Run 1, clock routing:
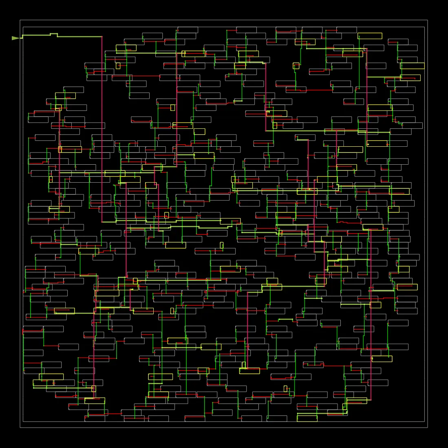
Run 1, signal metal coverage by tile:
Scale bar: 50 um. The die is cut into 37 by 37 equal tiles; white is low, dark blue is high, scaled to the fullest tile. Values are wire area over tile area, all layers added.
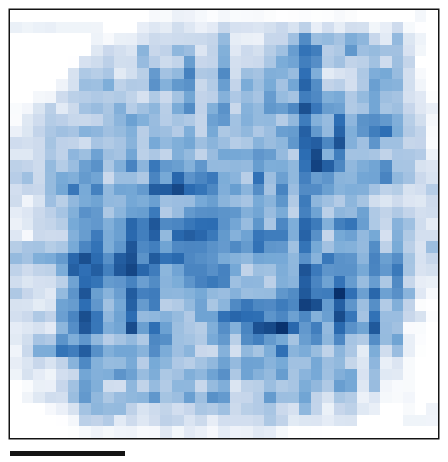
Run 1, routed clock nets over the placement:
Scale bar: 50 um.
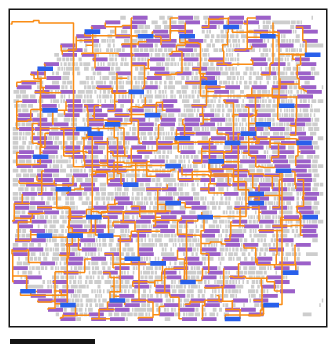
`config.mk`:
```
export PLATFORM = sky130hd
export DESIGN_NAME = axi_esdi_drive_emulator
export DESIGN_NICKNAME = d
export VERILOG_FILES = /design/src/rtl/axi_esdi_drive_emulator.sv
export SDC_FILE = /design/constraint.sdc
export NUM_CORES = 1
export LEC_CHECK = 0
export CORE_MARGIN = 1
export CORE_UTILIZATION = 65
export DETAILED_ROUTE_END_ITERATION = 8
export PLACE_DENSITY = 0.85
export SYNTH_ARGS = -nofsm -noshare
export SYNTH_HDL_FRONTEND = slang
export SYNTH_SLANG_ARGS = --single-unit
```
`constraint.sdc`:
```
create_clock -name csr_aclk -period 6.6 [get_ports csr_aclk]
set_clock_uncertainty 0.2 [all_clocks]
set_input_delay 1.32 -clock csr_aclk [delete_from_list [all_inputs] [get_ports csr_aclk]]
set_output_delay 1.32 -clock csr_aclk [all_outputs]
set_load 0.02 [all_outputs]
```
`src/rtl/axi_esdi_drive_emulator.sv`:
```
// axi_esdi_drive_emulator
// Emulates the rotational timing of a hard-sectored ESDI drive. Programmable
// revolution and sector lengths produce active-low index and sector pulses.
// The controller's read gate and address-mark-enable inputs are synchronised
// and monitored. An address-mark-found pulse is returned after a programmable
// delay.
//
// Ports:
//   csr_aclk, csr_aresetn        clock, asynchronous active-low reset
//   csr_aw*/w*/b*/ar*/r*         AXI4-Lite slave (5-bit address, 32-bit data)
//   esdi_read_gate               async input, active-high
//   esdi_address_mark_enable     async input, active-high
//   esdi_index                   active-low index pulse (registered)
//   esdi_sector                  active-low sector pulse (registered)
//   esdi_address_mark_found      active-low AMF pulse (registered)
//
// Register map (byte addresses):
//   0x00 control {amf_enable, soft_reset, enable}
//   0x04 status  {rg_count, sector_num} (RO)
//   0x08 rev_length   0x0C sector_length   0x10 pulse_width[15:0]
//   0x14 amf_delay    0x18 last_rg_phase (RO)   0x1C last_rg_sector (RO)
module axi_esdi_drive_emulator #(
  parameter logic [31:0] DEFAULT_REV_LENGTH    = 32'd100000,
  parameter logic [31:0] DEFAULT_SECTOR_LENGTH = 32'd3000,
  parameter logic [15:0] DEFAULT_PULSE_WIDTH   = 16'd8
) (
  input  logic        csr_aclk,
  input  logic        csr_aresetn,
  input  logic [4:0]  csr_awaddr,
  input  logic [2:0]  csr_awprot,
  input  logic        csr_awvalid,
  output logic        csr_awready,
  input  logic [31:0] csr_wdata,
  input  logic [3:0]  csr_wstrb,
  input  logic        csr_wvalid,
  output logic        csr_wready,
  output logic [1:0]  csr_bresp,
  output logic        csr_bvalid,
  input  logic        csr_bready,
  input  logic [4:0]  csr_araddr,
  input  logic [2:0]  csr_arprot,
  input  logic        csr_arvalid,
  output logic        csr_arready,
  output logic [31:0] csr_rdata,
  output logic [1:0]  csr_rresp,
  output logic        csr_rvalid,
  input  logic        csr_rready,
  input  logic        esdi_read_gate,
  input  logic        esdi_address_mark_enable,
  output logic        esdi_index,
  output logic        esdi_sector,
  output logic        esdi_address_mark_found
);

  // Next {active-low output, remaining count} of a retriggerable pulse.
  // The start edge drives the output low and leaves width-1 further low cycles.
  function automatic logic [16:0] f_pulse_next(input logic        i_start,
                                               input logic        i_cancel,
                                               input logic [15:0] i_cnt,
                                               input logic [15:0] i_width);
    logic [16:0] v_next;
    if (i_cancel || (i_width == 16'd0)) begin
      v_next = {1'b1, 16'd0};
    end else if (i_start) begin
      v_next = {1'b0, i_width - 16'd1};
    end else if (i_cnt != 16'd0) begin
      v_next = {1'b0, i_cnt - 16'd1};
    end else begin
      v_next = {1'b1, 16'd0};
    end
    return v_next;
  endfunction

  // CSR state
  logic        r_aw_held, r_w_held, r_bvalid, r_rvalid;
  logic [2:0]  r_awaddr;
  logic [31:0] r_wdata, r_rdata;
  logic [2:0]  r_ctrl;
  logic [31:0] r_rev_length, r_sector_length, r_amf_delay;
  logic [15:0] r_pulse_width;
  // Timing state
  logic        r_running;
  logic [31:0] r_rev_count, r_sector_phase;
  logic [15:0] r_sector_num;
  logic        r_index, r_sector, r_amf;
  logic [15:0] r_idx_cnt, r_sec_cnt, r_amf_cnt;
  // Input monitoring state
  logic        r_rg_s1, r_rg_s2, r_rg_d, r_ame_s1, r_ame_s2, r_both_d;
  logic [15:0] r_rg_count, r_last_rg_sector;
  logic [31:0] r_last_rg_phase;
  logic        r_amf_pend;
  logic [31:0] r_amf_wait;

  logic        w_commit, w_arready, w_active;
  logic [31:0] w_rdata_mux;
  logic [32:0] w_rev_inc, w_phase_inc;
  logic        w_idx_start, w_sec_start, w_amf_start;
  logic [31:0] w_rev_next, w_phase_next;
  logic [15:0] w_num_next;
  logic        w_rg_rise, w_rg_fall, w_both, w_amf_trig;
  logic        w_amf_pend_next;
  logic [31:0] w_amf_wait_next;
  logic        w_unused_ok;

  assign csr_awready = ~r_aw_held;
  assign csr_wready  = ~r_w_held;
  assign csr_bresp   = 2'b00;
  assign csr_bvalid  = r_bvalid;
  assign w_arready   = ~r_rvalid | csr_rready;
  assign csr_arready = w_arready;
  assign csr_rdata   = r_rdata;
  assign csr_rresp   = 2'b00;
  assign csr_rvalid  = r_rvalid;
  assign esdi_index  = r_index;
  assign esdi_sector = r_sector;
  assign esdi_address_mark_found = r_amf;

  assign w_commit    = r_aw_held & r_w_held & (~r_bvalid | csr_bready);
  assign w_active    = r_ctrl[0] & ~r_ctrl[1];
  assign w_rev_inc   = {1'b0, r_rev_count} + 33'd1;
  assign w_phase_inc = {1'b0, r_sector_phase} + 33'd1;
  assign w_rg_rise   = r_rg_s2 & ~r_rg_d;
  assign w_rg_fall   = ~r_rg_s2 & r_rg_d;
  assign w_both      = r_rg_s2 & r_ame_s2;
  assign w_amf_trig  = r_ctrl[2] & w_both & ~r_both_d;
  assign w_unused_ok = ^{csr_awprot, csr_arprot, csr_wstrb,
                         csr_awaddr[1:0], csr_araddr[1:0]};

  // Write channel: hold address/data independently, commit when both present
  always_ff @(posedge csr_aclk or negedge csr_aresetn) begin
    if (!csr_aresetn) begin
      r_aw_held       <= 1'b0;
      r_w_held        <= 1'b0;
      r_awaddr        <= 3'd0;
      r_wdata         <= 32'd0;
      r_bvalid        <= 1'b0;
      r_ctrl          <= 3'd0;
      r_rev_length    <= DEFAULT_REV_LENGTH;
      r_sector_length <= DEFAULT_SECTOR_LENGTH;
      r_pulse_width   <= DEFAULT_PULSE_WIDTH;
      r_amf_delay     <= 32'd0;
    end else begin
      if (csr_awvalid && !r_aw_held) begin
        r_aw_held <= 1'b1;
        r_awaddr  <= csr_awaddr[4:2];
      end
      if (csr_wvalid && !r_w_held) begin
        r_w_held <= 1'b1;
        r_wdata  <= csr_wdata;
      end
      if (w_commit) begin
        r_aw_held <= 1'b0;
        r_w_held  <= 1'b0;
        r_bvalid  <= 1'b1;
        case (r_awaddr)
          3'd0:    r_ctrl          <= r_wdata[2:0];
          3'd2:    r_rev_length    <= r_wdata;
          3'd3:    r_sector_length <= r_wdata;
          3'd4:    r_pulse_width   <= r_wdata[15:0];
          3'd5:    r_amf_delay     <= r_wdata;
          default: ;
        endcase
      end else if (csr_bready) begin
        r_bvalid <= 1'b0;
      end
    end
  end

  // Read data mux (values before any same-edge write)
  always_comb begin
    w_rdata_mux = 32'd0;
    case (csr_araddr[4:2])
      3'd0:    w_rdata_mux = {29'd0, r_ctrl};
      3'd1:    w_rdata_mux = {r_rg_count, r_sector_num};
      3'd2:    w_rdata_mux = r_rev_length;
      3'd3:    w_rdata_mux = r_sector_length;
      3'd4:    w_rdata_mux = {16'd0, r_pulse_width};
      3'd5:    w_rdata_mux = r_amf_delay;
      3'd6:    w_rdata_mux = r_last_rg_phase;
      3'd7:    w_rdata_mux = {16'd0, r_last_rg_sector};
      default: w_rdata_mux = 32'd0;
    endcase
  end

  // Read channel: register data on the accepted edge
  always_ff @(posedge csr_aclk or negedge csr_aresetn) begin
    if (!csr_aresetn) begin
      r_rvalid <= 1'b0;
      r_rdata  <= 32'd0;
    end else if (csr_arvalid && w_arready) begin
      r_rvalid <= 1'b1;
      r_rdata  <= w_rdata_mux;
    end else if (csr_rready) begin
      r_rvalid <= 1'b0;
    end
  end

  // Rotation counters: revolution wrap wins over sector wrap
  always_comb begin
    w_idx_start  = 1'b0;
    w_sec_start  = 1'b0;
    w_rev_next   = r_rev_count;
    w_phase_next = r_sector_phase;
    w_num_next   = r_sector_num;
    if (!w_active) begin
      w_rev_next   = 32'd0;
      w_phase_next = 32'd0;
      w_num_next   = 16'd0;
    end else if (!r_running || (w_rev_inc >= {1'b0, r_rev_length})) begin
      // first enabled edge behaves like a revolution wrap
      w_idx_start  = 1'b1;
      w_rev_next   = 32'd0;
      w_phase_next = 32'd0;
      w_num_next   = 16'd0;
    end else if (w_phase_inc >= {1'b0, r_sector_length}) begin
      w_sec_start  = 1'b1;
      w_rev_next   = w_rev_inc[31:0];
      w_phase_next = 32'd0;
      w_num_next   = r_sector_num + 16'd1;
    end else begin
      w_rev_next   = w_rev_inc[31:0];
      w_phase_next = w_phase_inc[31:0];
    end
  end

  // AMF countdown: trigger arms, rg falling cancels
  always_comb begin
    w_amf_start     = 1'b0;
    w_amf_pend_next = r_amf_pend;
    w_amf_wait_next = r_amf_wait;
    if (!w_active || w_rg_fall) begin
      w_amf_pend_next = 1'b0;
      w_amf_wait_next = 32'd0;
    end else if (w_amf_trig) begin
      if (r_amf_delay == 32'd0) begin
        w_amf_start     = 1'b1;
        w_amf_pend_next = 1'b0;
        w_amf_wait_next = 32'd0;
      end else begin
        w_amf_pend_next = 1'b1;
        w_amf_wait_next = r_amf_delay;
      end
    end else if (r_amf_pend) begin
      if (r_amf_wait <= 32'd1) begin
        w_amf_start     = 1'b1;
        w_amf_pend_next = 1'b0;
        w_amf_wait_next = 32'd0;
      end else begin
        w_amf_wait_next = r_amf_wait - 32'd1;
      end
    end else begin
      w_amf_wait_next = 32'd0;
    end
  end

  // Counters, AMF engine and the three registered pulse outputs
  always_ff @(posedge csr_aclk or negedge csr_aresetn) begin
    if (!csr_aresetn) begin
      r_running      <= 1'b0;
      r_rev_count    <= 32'd0;
      r_sector_phase <= 32'd0;
      r_sector_num   <= 16'd0;
      r_amf_pend     <= 1'b0;
      r_amf_wait     <= 32'd0;
      r_index        <= 1'b1;
      r_sector       <= 1'b1;
      r_amf          <= 1'b1;
      r_idx_cnt      <= 16'd0;
      r_sec_cnt      <= 16'd0;
      r_amf_cnt      <= 16'd0;
    end else begin
      r_running      <= w_active;
      r_rev_count    <= w_rev_next;
      r_sector_phase <= w_phase_next;
      r_sector_num   <= w_num_next;
      r_amf_pend     <= w_amf_pend_next;
      r_amf_wait     <= w_amf_wait_next;
      {r_index,  r_idx_cnt} <= f_pulse_next(w_idx_start, ~w_active, r_idx_cnt, r_pulse_width);
      {r_sector, r_sec_cnt} <= f_pulse_next(w_sec_start, ~w_active, r_sec_cnt, r_pulse_width);
      {r_amf,    r_amf_cnt} <= f_pulse_next(w_amf_start, ~w_active | w_rg_fall,
                                            r_amf_cnt, r_pulse_width);
    end
  end

  // Two-flop synchronisers plus edge-detect history
  always_ff @(posedge csr_aclk or negedge csr_aresetn) begin
    if (!csr_aresetn) begin
      r_rg_s1  <= 1'b0;
      r_rg_s2  <= 1'b0;
      r_rg_d   <= 1'b0;
      r_ame_s1 <= 1'b0;
      r_ame_s2 <= 1'b0;
      r_both_d <= 1'b0;
    end else begin
      r_rg_s1  <= esdi_read_gate;
      r_rg_s2  <= r_rg_s1;
      r_rg_d   <= r_rg_s2;
      r_ame_s1 <= esdi_address_mark_enable;
      r_ame_s2 <= r_ame_s1;
      r_both_d <= w_both;
    end
  end

  // Read-gate statistics; snapshot the position at each rising edge
  always_ff @(posedge csr_aclk or negedge csr_aresetn) begin
    if (!csr_aresetn) begin
      r_rg_count       <= 16'd0;
      r_last_rg_phase  <= 32'd0;
      r_last_rg_sector <= 16'd0;
    end else if (r_ctrl[1]) begin
      r_rg_count       <= 16'd0;
      r_last_rg_phase  <= 32'd0;
      r_last_rg_sector <= 16'd0;
    end else if (w_rg_rise) begin
      if (r_rg_count != 16'hFFFF) begin
        r_rg_count <= r_rg_count + 16'd1;
      end
      r_last_rg_phase  <= r_sector_phase;
      r_last_rg_sector <= r_sector_num;
    end
  end

endmodule

```
==> results_slide.txt, run 1 <==
Implementation Results

Cells and area
  • Mi-comb count: 1568
  • Clock-cell share of area: 0.0628
  • Seq/total area: 0.429
  • Final net count: 2369
  • Fraction of area in multi-input gates: 0.429
  • Leading cell kind: logic gates
  • Inverters: 88
  • Antenna cell count: 0
  • Post-Layout Cell Count: 2709

Timing
  • Final setup TNS: 0 ns
  • Final setup viols: 0
  • Worst slew pin tran: 1.11 ns

Pwr
  • Comb pwr share: 0.359
  • Top power group: registers
  • Switching part of the total: 0.394
  • Power, Total: 10.8 mW

Logic synthesis
  • Yosys xor share: 0.0597
  • Synthesized area per cell: 10.0 um^2
  • Synth logic family: simple AND/OR/NAND/NOR gates
  • Synth top cell by count: dfrtp_1
  • Distinct lib cells used: 70
  • Ys flops: 421
  • Yosys stat chip area: 0.0219 mm^2
  • AND/OR/NAND/NOR Cells, Area Fraction: 0.172
  • Aoi share: 0.115
  • Syn Inst Count: 2183

Worst setup path
  • Crit path largest cell delay: 0.57 ns
  • R2R cell count: 19
  • Crit start category: flip-flop
  • Cell repeated most along the worst path: buf_4
  • CP arrival: 5.47 ns
  • Reg-to-reg endpoint: r_sec_cnt[14]
  • Reg2Reg Launch Point: r_rev_count[0]
  • Crit path cell chain: ha_1 -> nand3_1 -> nor3_1 -> buf_4 -> and3_1 -> and2_1 -> nand2_1 -> xnor2_1 -> ha_1 -> nand4_1 -> o211a_1 -> or4_1 -> a31o_2 -> and3_1 -> buf_4 -> nand2_2 -> buf_4 -> o221ai_1 -> o311a_1
  • Setup slack, reg-to-reg: 1.37 ns

Routing
  • Via density: 6.53
  • Met2 WL: 28000 um
  • Met3 Wirelength: 4810 um
  • Final wirelength: 61300 um
  • DRC viols: 0

Die
  • Die area: 0.0344 mm^2
  • DIE WIDTH: 185 um
  • # Taps: 442
  • Core ar.: 0.0328 mm^2

Worst hold path
  • Worst hold path stage count: 0
  • Hold Crit Start: r_rg_s1
  • Worst hold-check path type: reg2reg

Clock tree
  • Setup Buffers After CTS: 0
  • Clock transition at path regs: 0.06 ns
  • Hold-fix buffers, CTS: 0
  • Clock Path Buffers: 3

Place
  • DP HPWL: 41900 um
  • Post-Place Cell Area: 0.0231 mm^2

Global routing
  • Antenna violations before repair: 0

Status
  • Status: completed

Run
  • Total tool warning count: 45
About 'clock routing':
Clock Latency Late Sink: 0.56 ns
clock buf count: 62
clk sinks: 421
Inserted Clock Buffers: 44
flop count: 421

About 'signal metal coverage by tile':
- fullest tile: 0.84
- densest ninth of the die: center
- tiles over half the peak: 29%
- mean over tiles: 0.31
- nearly empty tiles: 8.6%

About 'routed clock nets over the placement':
- purple: flip-flops (count 421)
- blue: clock-net drivers (count 44)
- orange: clock wires (length 5100 um)
- routed clock nets: 45
- flops lie: widely spread

==> run 2, diff against run 1 <==
--- a/config.mk
+++ b/config.mk
@@ -6,9 +6,9 @@
 export NUM_CORES = 1
 export LEC_CHECK = 0
 export CORE_MARGIN = 1
-export CORE_UTILIZATION = 65
+export CORE_UTILIZATION = 55
 export DETAILED_ROUTE_END_ITERATION = 8
-export PLACE_DENSITY = 0.85
+export PLACE_DENSITY = 0.77
 export SYNTH_ARGS = -nofsm -noshare
 export SYNTH_HDL_FRONTEND = slang
 export SYNTH_SLANG_ARGS = --single-unit
==> constraint.sdc (replaced) <==
create_clock -name csr_aclk -period 4.61 [get_ports csr_aclk]
set_clock_uncertainty 0.2 [all_clocks]
set_input_delay 0.922 -clock csr_aclk [delete_from_list [all_inputs] [get_ports csr_aclk]]
set_output_delay 0.922 -clock csr_aclk [all_outputs]
set_load 0.02 [all_outputs]
Run 2, clock routing:
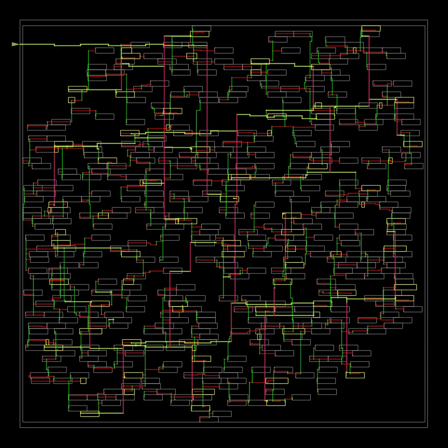
Clock Latency Late Sink: 0.59 ns
P_clk: 3.93 mW

Run 2, close-up of the layout:
Region (81, 81) to (121, 121) um. Cells in gray, sequential cells in the stronger gray; small squares are vias.
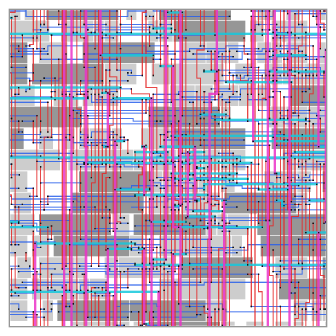
- magenta: M4
- cyan: M3
- red: M2
- blue: M1
- cells with their middle in the window: 113
- sequential cells in the window: 20
- netlist names of flops here include: r_sector_num (5), r_last_rg_sector (4), r_last_rg_phase (3)
- most frequent: nand2_1 (18), dfrtp_1 (18), a21oi_1 (14)

==> run 2 against run 1 <==
Compared with the run above:
- sequential power grew 39%
- sequential cell count is the same
- clock power grew 48%
- critical endpoint is now r_sector_phase[6]
- largest power group unchanged
==> results_slide.txt, run 2 <==
Implementation Results

Worst setup path
  • Slowest stage cell, crit path: or4_1
  • Crit path launch: r_rev_count[1]
  • Crit path cell chain: ha_1 -> nand3_1 -> nor3_2 -> and3_2 -> and2_1 -> nand2_1 -> xnor2_1 -> ha_1 -> a211oi_1 -> o211a_1 -> or4_1 -> a31o_2 -> and3_2 -> buf_4 -> nand3_1 -> buf_12 -> nor2b_1
  • Crit start category: flip-flop
  • Crit path largest cell delay: 0.55 ns
  • Reg2Reg Launch Point: r_rev_count[1]
  • CP top delay family: simple AND/OR/NAND/NOR gates
  • Setup slack, reg-to-reg: 0.24 ns
  • CP arrival: 4.63 ns
  • R2R cell count: 17
  • Reg-to-reg endpoint: r_sector_phase[6]

Logic synthesis
  • Synthesized area per cell: 10.0 um^2
  • Yosys top cell area share: 0.462
  • Yosys stat chip area: 0.0219 mm^2
  • Synth Seq Share: 0.483
  • Aoi share: 0.115
  • Ys flops: 421
  • AND/OR/NAND/NOR Cells, Area Fraction: 0.172
  • MUX share of area: 0.0913
  • Distinct lib cells used: 70
  • Syn Inst Count: 2183
  • Synth top cell by count: dfrtp_1
  • Synth logic family: simple AND/OR/NAND/NOR gates
  • Yosys xor share: 0.0597

Cells and area
  • Antenna cell count: 1
  • Gate Area: 0.0106 mm^2
  • Flop count: 421
  • Seq/total area: 0.419
  • Synth-to-Final Area Change: 15.1%
  • Leading cell kind: logic gates
  • Mi-comb count: 1568
  • Final instance area: 0.0252 mm^2
  • Clock-cell share of area: 0.0635
  • Post-Layout Cell Count: 2825
  • Inverters: 88
  • Fraction of area in multi-input gates: 0.421
  • Clock buf count: 63
  • Final net count: 2406
  • Most frequent logic cells in the routed design: dfrtp_1, nand2_1, nor2_1

Timing
  • Final Hold Viols: 0
  • Period utilization: 0.949
  • Slew HR: 0.215
  • Worst slew pin tran: 1.18 ns
  • Final worst slack: 0.237 ns
  • Final setup TNS: 0 ns
  • Final setup viols: 0

Routing
  • Wire length on met1: 25100 um
  • DRC viols: 0
  • Final wirelength: 63000 um
  • Vias: 17.6k
  • Via density: 6.23
  • Met2 WL: 28700 um
  • Met3 Wirelength: 5570 um

Pwr
  • Comb pwr share: 0.367
  • Top power group: registers
  • Power, Total: 15.6 mW
  • Pint: 9.53 mW
  • Switching part of the total: 0.388
  • Static leakage: 11.3 nW

Worst hold path
  • Hold Crit Start: r_rg_s1
  • Worst hold path stage count: 0
  • Worst hold-check path type: reg2reg

Global routing
  • Antenna violations before repair: 1

Clock tree
  • Hold-fix buffers, CTS: 0
  • Clock transition at path regs: 0.06 ns
  • Clk sinks: 421
  • Setup Buffers After CTS: 0
  • Clock Path Buffers: 3
  • Inserted Clock Buffers: 44

Place
  • DP HPWL: 44000 um
  • Final Wtd Congestion: 0.946
  • Dpl cells: 2739
  • Post-Place Cell Area: 0.0235 mm^2

Die
  • DIE WIDTH: 201 um
  • # Taps: 518
  • Row cnt: 72
  • Vert. Die Dim: 201 um
  • Core ar.: 0.0389 mm^2
  • Die area: 0.0406 mm^2

Status
  • Status: completed

Run
  • Total tool warning count: 44
No activity file was given, so power comes from the tool's default toggle rates.
